--- src/rtl/pattern_tx.sv ---
// Serial pattern transmitter: sends PATTERN MSB-first, rep times, then pulses done.
// Define PATTERN_TX_GAP_EN to insert one zero-valued valid cycle between repetitions.
module pattern_tx #(
    parameter int                   PAT_WIDTH = 5,
    parameter logic [PAT_WIDTH-1:0] PATTERN   = 5'b11011,
    parameter int                   CNT_WIDTH = 4
) (
    input  logic                 clk,
    input  logic                 rst,
    input  logic                 start,
    input  logic [CNT_WIDTH-1:0] rep,
    input  logic                 abort,
    output logic                 bit_out,
    output logic                 bit_valid,
    output logic                 busy,
    output logic                 done
);

    localparam int                 IDX_W    = $clog2(PAT_WIDTH);
    localparam logic [IDX_W-1:0]   IDX_LAST = IDX_W'(PAT_WIDTH - 1);

    typedef enum logic [1:0] {
        IDLE = 2'd0,
        SEND = 2'd1,
`ifdef PATTERN_TX_GAP_EN
        GAP  = 2'd3,
`endif
        DONE = 2'd2
    } state_t;

    state_t                 state_q, state_d;
    logic [IDX_W-1:0]       idx_q, idx_d;
    logic [CNT_WIDTH-1:0]   cnt_q, cnt_d;
    logic                   bit_out_q, bit_valid_q, busy_q, done_q;
    logic                   emitting_d;

    always_comb begin
        state_d = state_q;
        idx_d   = idx_q;
        cnt_d   = cnt_q;
        case (state_q)
            IDLE: begin
                // abort outranks start even though abort alone does nothing here
                if (start && !abort) begin
                    if (rep != '0) begin
                        state_d = SEND;
                        idx_d   = IDX_LAST;
                        cnt_d   = rep;
                    end else begin
                        state_d = DONE;
                    end
                end
            end
            SEND: begin
                if (abort) begin
                    state_d = IDLE;
                end else if (idx_q == '0) begin
                    cnt_d = cnt_q - 1'b1;
                    if (cnt_q == CNT_WIDTH'(1)) begin
                        state_d = DONE;
                    end else begin
                        idx_d = IDX_LAST;
`ifdef PATTERN_TX_GAP_EN
                        state_d = GAP;
`else
                        state_d = SEND;
`endif
                    end
                end else begin
                    idx_d = idx_q - 1'b1;
                end
            end
`ifdef PATTERN_TX_GAP_EN
            GAP: begin
                state_d = abort ? IDLE : SEND;
            end
`endif
            DONE: begin
                state_d = IDLE;
            end
            default: begin
                state_d = IDLE;
            end
        endcase
    end

`ifdef PATTERN_TX_GAP_EN
    assign emitting_d = (state_d == SEND) || (state_d == GAP);
`else
    assign emitting_d = (state_d == SEND);
`endif

    // Outputs are registered from the next state so they line up with the state they describe.
    always_ff @(posedge clk) begin
        if (rst) begin
            state_q     <= IDLE;
            idx_q       <= '0;
            cnt_q       <= '0;
            bit_out_q   <= 1'b0;
            bit_valid_q <= 1'b0;
            busy_q      <= 1'b0;
            done_q      <= 1'b0;
        end else begin
            state_q     <= state_d;
            idx_q       <= idx_d;
            cnt_q       <= cnt_d;
            bit_out_q   <= (state_d == SEND) ? PATTERN[idx_d] : 1'b0;
            bit_valid_q <= emitting_d;
            busy_q      <= (state_d != IDLE);
            done_q      <= (state_d == DONE);
        end
    end

    assign bit_out   = bit_out_q;
    assign bit_valid = bit_valid_q;
    assign busy      = busy_q;
    assign done      = done_q;

endmodule

--- config.mk ---
export PLATFORM = sky130hd
export DESIGN_NAME = pattern_tx
export DESIGN_NICKNAME = d
export VERILOG_FILES = /design/src/rtl/pattern_tx.sv
export SDC_FILE = /design/constraint.sdc
export NUM_CORES = 1
export LEC_CHECK = 0
export ABC_CLOCK_PERIOD_IN_PS = 2350
export CAP_MARGIN = 20
export CORE_MARGIN = 2
export CORE_UTILIZATION = 49
export DETAILED_ROUTE_END_ITERATION = 16
export PLACE_DENSITY = 0.72
export SETUP_SLACK_MARGIN = 0.1
export SYNTH_ARGS = -nofsm -noshare
export SYNTH_HDL_FRONTEND = slang
export SYNTH_SLANG_ARGS = --single-unit
--- constraint.sdc ---
create_clock -name clk -period 2.35 [get_ports clk]
set_input_delay 0.5875 -clock clk [delete_from_list [all_inputs] [get_ports clk]]
set_output_delay 0.5875 -clock clk [all_outputs]
set_load 0.05 [all_outputs]
==> results_dict.tcl, run 1 <==
# metrics dict for downstream scripts
set metrics [dict create \
    core_area_um2 1300 \
    timing.slew.headroom 0.668 \
    ys_cells 76 \
    worstReg2RegEnd "bit_out" \
    ys_top_cells_by_count "dfxtp_1 (13), nor2_1 (12), a21oi_1 (7)" \
    ys_sh_adder 0.0737 \
    endpoint_kind "register" \
    top_cell_area_share 0.383 \
    status "finished, final reports clean" \
    die_h_um 41.2 \
    grt_pass1_wl_mm 2.11 \
    finClkSkew_ns 0.00215 \
    cts_tree "done" \
    cts_setup_buffers 0 \
    dp_cells 101 \
    cts_hold_buf 0 \
    drive_above_1_share 0.122 \
    fin_cells 105 \
    synth.cellmix.simpleShare 0.258 \
    pwr_density_cell_nw_per_um2 578 \
    top_area_cell "dfxtp_1" \
    grt_remaining_overflow 0 \
    dp_hpwl_mm 1.04 \
    chipArea_um2 1700 \
    port_buffers 11 \
    hold_viol 0 \
]
-- run 1: registers in the layout, summed over array words and instances, names as in the netlist --
register	cells
cnt_q	4
bit_out	1
state_q	2
busy	1
idx_q	3
bit_valid	1
done	1
-- run 1: cell type report --
type | instances | area [µm²]
fill | 116 | 463
timing repair buffer | 13 | 125
multi-input combinational | 55 | 389
clock buffer | 4 | 26.3
inverter | 5 | 18.8
sequential | 13 | 260
tap | 15 | 18.8
-- run 1: worst max-delay path: stages --
cell             delay [ns]
clkdlybuf4s50_1        0.44
or4b_4                 0.54
o22a_4                 0.26
a21o_1                 0.20
a311oi_2               0.19
-- run 1: layer usage --
metal / wire (µm) / GRT usage
met4: 12 / 0.0968
met3: 52 / 0.0326
met1: 644 / 0.244
met5: 0 / 0
met2: 625 / 0.309
-- run 1: cell families after synthesis --
family                   after synthesis
AND/OR/NAND/NOR                       29
AND-OR/OR-AND                         22
flip-flops                            13
buffers and inverters                  8
adder cells (fa/ha/maj)                4
-- run 1: through the flow --
step           total power, mW  setup slack [ns]
2_1_floorplan            0.314             0.560
3_5_place_dp             0.349            0.0245
4_1_cts                  0.488             0.309
6_report                 0.485             0.322
3_3_place_gp             0.347            0.0533
5_1_grt                  0.507             0.228
-- run 1: power breakdown --
part / switching (mW) / total [mW] / internal, mW
Sequential: 0.00856 / 0.240 / 0.231
Clock: 0.0756 / 0.141 / 0.0657
Combinational: 0.0544 / 0.103 / 0.0489
-- run 1: how the worst min path moves through the flow --
stage | start | end | slack, ns
floorplan | cnt_q[1] | cnt_q[1] | 0.44
global placement | cnt_q[1] | cnt_q[1] | 0.46
detailed placement | cnt_q[1] | cnt_q[1] | 0.46
CTS | cnt_q[1] | cnt_q[1] | 0.48
global route | cnt_q[1] | cnt_q[1] | 0.49
finish | cnt_q[1] | cnt_q[1] | 0.47
-- run 1: layout by cell type (no fill, tap or decap), types with 2 or more instances in the layout --
master | netlist | layout
a22oi_1 | 2 | 2
nand2_1 | 3 | 3
buf_4 | 0 | 2
nor2_1 | 12 | 12
o21ai_0 | 4 | 4
dfxtp_1 | 13 | 13
clkbuf_4 | 0 | 3
nor2b_1 | 2 | 2
ha_1 | 4 | 4
nand2b_1 | 2 | 2
nor3_1 | 3 | 3
clkdlybuf4s50_1 | 0 | 11
a21o_1 | 2 | 2
a2bb2oi_1 | 2 | 2
a21oi_1 | 7 | 7
inv_1 | 5 | 5
run_1/registers.png
Other sequential cells in the stronger grey, the rest of the logic in the fainter grey.
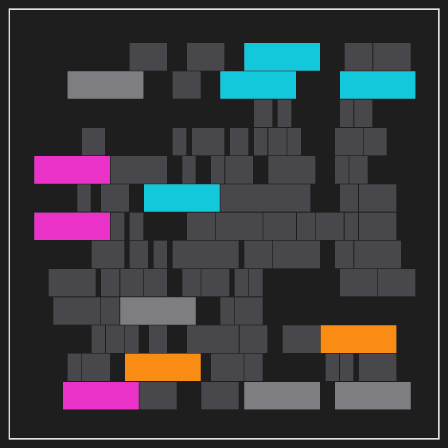
- `cnt_q`: cyan (flops 4)
- `state_q`: orange (flops 2)
- `idx_q`: magenta (flops 3)

run_1/final_congestion.png
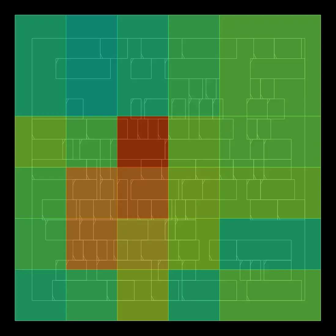
met3 GRT Util: 0.0326
fin util: 0.644
Routed WL per cell: 12.7 µm
GRT met1 Usage: 0.244

run_1/port_nets.png
Scale bar: 10 µm.
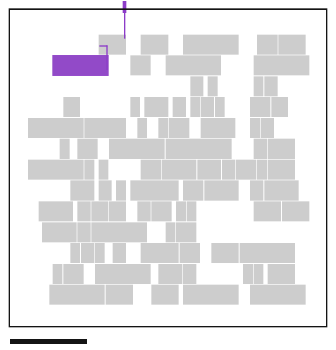
- `bit_out`: purple (bits 1; direction output; edge north; end cells 1; buffers 1; wire 7.40 µm)

run_1/met2.png
Cells faint in the background.
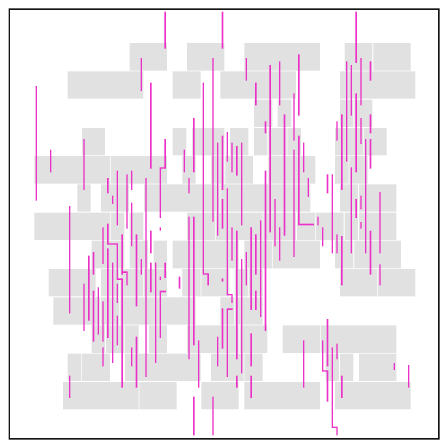

==> run 1 -> run 2 <==
- ABC_CLOCK_PERIOD_IN_PS: 2350 -> 2600
- CORE_AREA: not set -> 2 2 39 41
- CORE_MARGIN: 2 -> not set
- CORE_UTILIZATION: 49 -> not set
- DIE_AREA: not set -> 0 0 41 43
- PLACE_DENSITY: 0.72 -> 0.75
- clock period: 2.35 -> 2.6 ns (I/O delays scaled with it)
run_2/met2.png
Cells faint in the background.
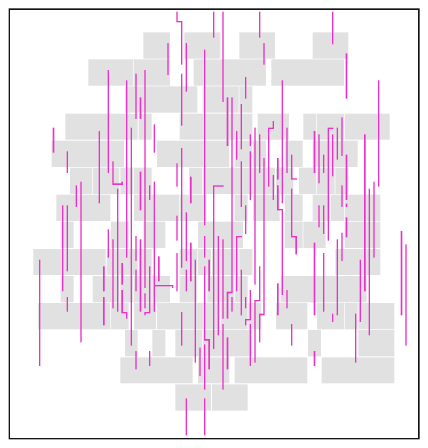
- wire length on this layer: 720 µm
- share of all routed wire: 52%
- main direction: vertical
- longest straight run: 21.8 µm

run_2/met1.png
Supply wires on this layer in grey. Cells faint in the background.
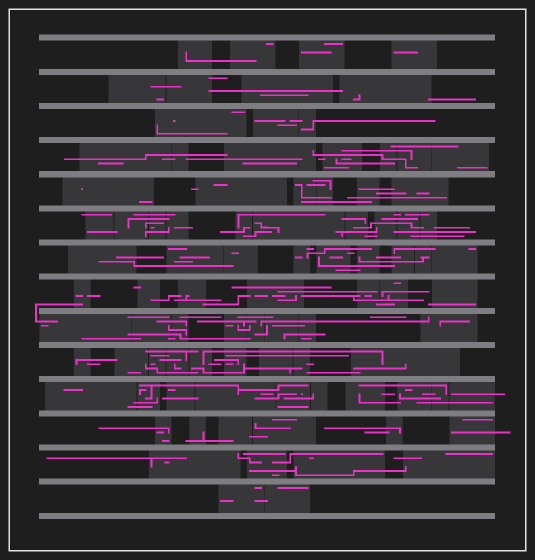
- share of all routed wire: 43%
- main direction: horizontal
- longest straight run: 14.3 µm
- wire length on this layer: 599 µm
- nets with wire on the layer: 93

==> results_dict.tcl, run 2 <==
# metrics dict for downstream scripts
set metrics [dict create \
    critPathSlowestCell "or4b_4" \
    cp.buffers_inverters 1 \
    seqCellArea_um2 260 \
    hold_viol 0 \
    port_buffers 11 \
    layout_top_cells "dfxtp_1 (13), nor2_1 (12), clkdlybuf4s50_1 (11)" \
    core_area_um2 1380 \
    ys_cells 76 \
    setup_ws_ns 0.507 \
    grt_pass1_wl_mm 2.31 \
    fillers 124 \
    drive_above_1_share 0.112 \
    reg_top3 "cnt_q: 4 flops, idx_q: 3 flops, state_q: 2 flops" \
    grt_remaining_overflow 0 \
    pwr_density_cell_nw_per_um2 521 \
    track_usage 0.199 \
    ys.flop_type "dfxtp_1" \
    crit_chain "clkdlybuf4s50_1 -> or4b_4 -> o22a_4 -> a21o_1 -> a311oi_2" \
    clock_latency_ns 0.28 \
    synth_cell_types 26 \
    chipArea_um2 1760 \
    die_h_um 43 \
    timing.slew.headroom 0.670 \
    holdPathStages 2 \
    post-place-ws_ns 0.216 \
    dp_hpwl_mm 1.07 \
    wl_per_cell_um 13.2 \
    logic_area_um2 389 \
    cts_setup_buffers 0 \
    top_cells_by_area "dfxtp_1 (38%), ha_1 (7.4%), nor2_1 (6.6%)" \
    worstReg2RegEnd "bit_out" \
    status "finished, final reports clean" \
    min_to "cnt_q[1]" \
    nets 102 \
    regMostFlops "cnt_q" \
    endpoint_kind "register" \
    lay_top_count "dfxtp_1" \
    top_area_cell "dfxtp_1" \
    ys_top_cells_by_count "dfxtp_1 (13), nor2_1 (12), a21oi_1 (7)" \
    critPathTopFamily "AND-OR/OR-AND gates" \
    critical-path-max-stage-delay_ns 0.54 \
    top_cell_area_share 0.383 \
    largest_reg_flops 4 \
    avgViaCountPerCell 5.57 \
    finClkSkew_ns 0.00702 \
    cts_tree "done" \
    cts_hold_buf 0 \
    min_from "cnt_q[1]" \
]
run_2/port_nets.png
Scale bar: 10 µm.
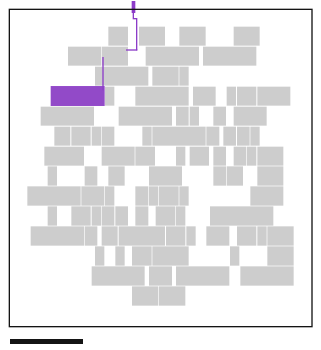
- `bit_out`: purple (bits 1; direction output; edge north; end cells 1; buffers 1; wire 11.4 µm)

run 2: cell counts after synthesis:
No cell type changed its count.
run 2: worst max-delay path by stage:
stage | slack [ns] | depth (start not counted) | startpoint | endpoint
2_1_floorplan | 0.75 | 4 | abort | bit_out
3_3_place_gp | 0.23 | 5 | abort | bit_out
3_5_place_dp | 0.22 | 5 | abort | bit_out
4_1_cts | 0.51 | 5 | abort | bit_out
5_1_grt | 0.41 | 6 | abort | cnt_q[2]
6_report | 0.51 | 5 | abort | bit_out
run 2: stage by stage:
stage                     hold WS (ns)  cells  utilization  total power, mW  cell area (µm²)
after floorplan                  0.445     76            -            0.284              679
after global placement           0.467    101        0.582            0.313              806
after detailed placement         0.470    101        0.582            0.314              806
after CTS                        0.480    105        0.601            0.440              832
after global routing             0.500    105        0.601            0.454              832
final                            0.488    105        0.601            0.434              832
run 2: where the power goes:
part           total, mW  switching (mW)  internal [mW]
combinational     0.0926          0.0499         0.0428
sequential         0.217         0.00798          0.209
clock              0.124          0.0645         0.0595
total              0.434           0.122          0.311
run 2: logic make-up after synthesis:
group                    count (synthesis)  synth area share
AND-OR/OR-AND                           22             0.241
adder cells (fa/ha/maj)                  4            0.0737
buffers and inverters                    8            0.0442
flip-flops                              13             0.383
AND/OR/NAND/NOR                         29             0.258
run 2: metal layers:
| layer | share of wire | global-route usage | vias up | wire [µm] |
|---|---|---|---|---|
| met1 | 0.43 | 0.237 | 277 | 599 |
| li1 | - | - | 295 | - |
| met4 | 0.013 | 0.120 | 0 | 18 |
| met5 | 0 | 0 | - | 0 |
| met3 | 0.032 | 0.0314 | 4 | 44 |
| met2 | 0.52 | 0.316 | 9 | 719 |
run 2: worst min-delay path, delay by kind of cell (launching register included):
family           cells  cell delay (ns)
AND-OR/OR-AND        1             0.05
flip-flops           1             0.33
AND/OR/NAND/NOR      1             0.06
run 2: area by class of cell:
cell class | count | area share
tap | 16 | 0.0241
timing repair buffer | 12 | 0.141
multi-input combinational | 55 | 0.468
clock buffer | 4 | 0.0316
sequential | 13 | 0.313
inverter | 5 | 0.0226
run_2/registers.png
Other sequential cells in the stronger grey, the rest of the logic in the fainter grey.
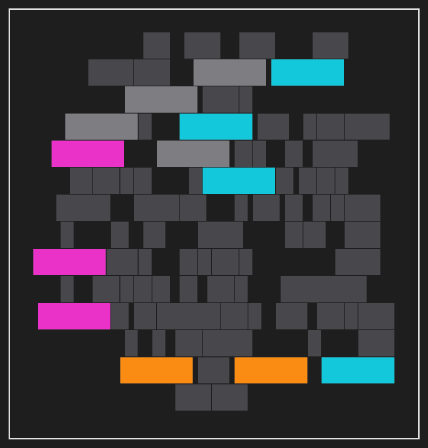

==> run 2 -> run 3 <==
- ABC_CLOCK_PERIOD_IN_PS: 2600 -> 2100
- CORE_AREA: 2 2 39 41 -> not set
- CORE_MARGIN: not set -> 2
- CORE_UTILIZATION: not set -> 49
- DIE_AREA: 0 0 41 43 -> not set
- PLACE_DENSITY: 0.75 -> 0.72
- clock period: 2.6 -> 2.1 ns (I/O delays scaled with it)
run_3/registers.png
Other sequential cells in the stronger grey, the rest of the logic in the fainter grey.
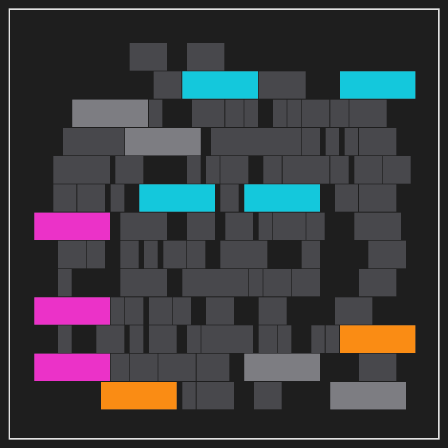
- `idx_q`: magenta (flops 3)
- `state_q`: orange (flops 2)
- `cnt_q`: cyan (flops 4)
- not coloured: 4

run_3/final_congestion.png
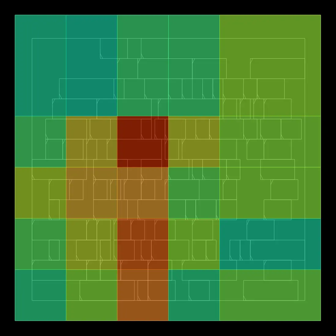
busiest layer in global routing: met2
Routed WL per cell: 12.5 µm
All-Layer GR Usage: 0.198

run_3/port_nets.png
Scale bar: 10 µm.
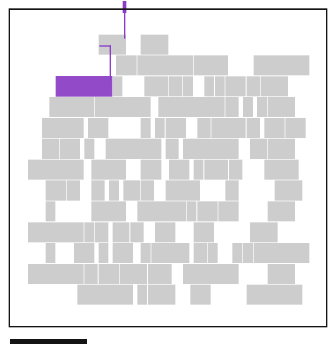
- `bit_out`: purple (bits 1; direction output; edge north; end cells 1; buffers 1; wire 9.20 µm)

==> results_dict.tcl, run 3 <==
# metrics dict for downstream scripts
set metrics [dict create \
    layout_top_cells "dfxtp_1 (13), nor2_1 (12), clkdlybuf4s50_1 (11)" \
    finClkSkew_ns 0.000816 \
    ys_top_cells_by_count "dfxtp_1 (13), nor2_1 (12), a21oi_1 (7)" \
    crit_start "abort" \
    tightest_slew_ns 0.502 \
    worstReg2RegEnd "bit_out" \
    lay_top_count "dfxtp_1" \
    hold_viol 0 \
    largest_reg_flops 4 \
    ys.flop_type "dfxtp_1" \
    endpoint "bit_out" \
    top_cells_by_area "dfxtp_1 (38%), ha_1 (7.4%), nor2_1 (6.6%)" \
    nets 109 \
    logic_area_um2 397 \
    antenna_left 0 \
    path_class "in2reg" \
    holdPathStages 2 \
    avgViaCountPerCell 5.41 \
    pwr_density_cell_nw_per_um2 622 \
    clock_latency_ns 0.28 \
    synth_cell_types 26 \
    drive_above_1_share 0.188 \
    top_cell_area_share 0.383 \
    core_area_um2 1300 \
    grt_remaining_overflow 0 \
    top_area_cell "dfxtp_1" \
    dp_hpwl_mm 1.05 \
    die_h_um 41.2 \
    dp_cells 106 \
    endpoint_kind "register" \
    cts_hold_buf 0 \
    cts_tree "done" \
    status "finished, final reports clean" \
    port_buffers 11 \
    fin_cells 111 \
    max_freq_mhz 512 \
    fillers 115 \
    seqCellArea_um2 260 \
]
run 3: cell counts after synthesis:
Identical to the previous run, type by type.
run 3: logic make-up after synthesis:
| logic type | synth area share |
|---|---|
| adders and majority gates | 0.0737 |
| DFF | 0.383 |
| and+or+nand+nor | 0.258 |
| AOI/OAI and AO/OA | 0.241 |
| buffers and inverters | 0.0442 |
run 3: worst min path at each step:
stage	from	end
global placement	cnt_q[1]	cnt_q[1]
detailed placement	cnt_q[1]	cnt_q[1]
CTS	cnt_q[1]	cnt_q[1]
floorplan	cnt_q[1]	cnt_q[1]
global route	cnt_q[1]	cnt_q[1]
finish	cnt_q[1]	cnt_q[1]
run 3: layer usage:
metal / global-route usage / vias up / share of wire
met4: 0.121 / 0 / 0.022
met5: 0 / - / 0
met1: 0.224 / 277 / 0.45
met3: 0.0326 / 5 / 0.029
li1: - / 310 / -
met2: 0.344 / 9 / 0.50
run 3: worst max-delay path, stage by stage:
cell	delay [ns]
clkdlybuf4s50_1	0.44
or4b_4	0.53
nor2_1	0.27
o32ai_2	0.15
a311oi_2	0.24
run 3: what timing repair did:
action                                  in CTS  in global routing
endpoints found under the setup margin       0                  1
gates resized                                0                  1
setup buffers                                0                  1
hold endpoints to repair                     0                  0
run 3: power by group:
part           leakage, nW  switching, mW  internal (mW)
combinational        0.232         0.0644         0.0643
sequential           0.106         0.0103          0.259
clock               0.0150         0.0821         0.0738
run 3: stage by stage:
stage | cell area [µm²] | power (mW) | utilization | setup TNS [ns] | setup slack [ns]
2_1_floorplan | 679 | 0.351 | - | 0 | 0.373
6_report | 891 | 0.554 | 0.685 | 0 | 0.147
3_5_place_dp | 850 | 0.398 | 0.653 | -0.408 | -0.113
3_3_place_gp | 850 | 0.396 | 0.653 | -0.268 | -0.0975
5_1_grt | 891 | 0.582 | 0.685 | 0 | 0.0617
4_1_cts | 876 | 0.554 | 0.673 | 0 | 0.173
run 3: cell type report:
type,count,share of cell area
multi-input cells,55,0.445
flip-flops and latches,13,0.292
repair buffers,19,0.191
clock buffers,4,0.0295
inverters,5,0.0211
well taps,15,0.0211
Power and IR drop assume default switching activity.
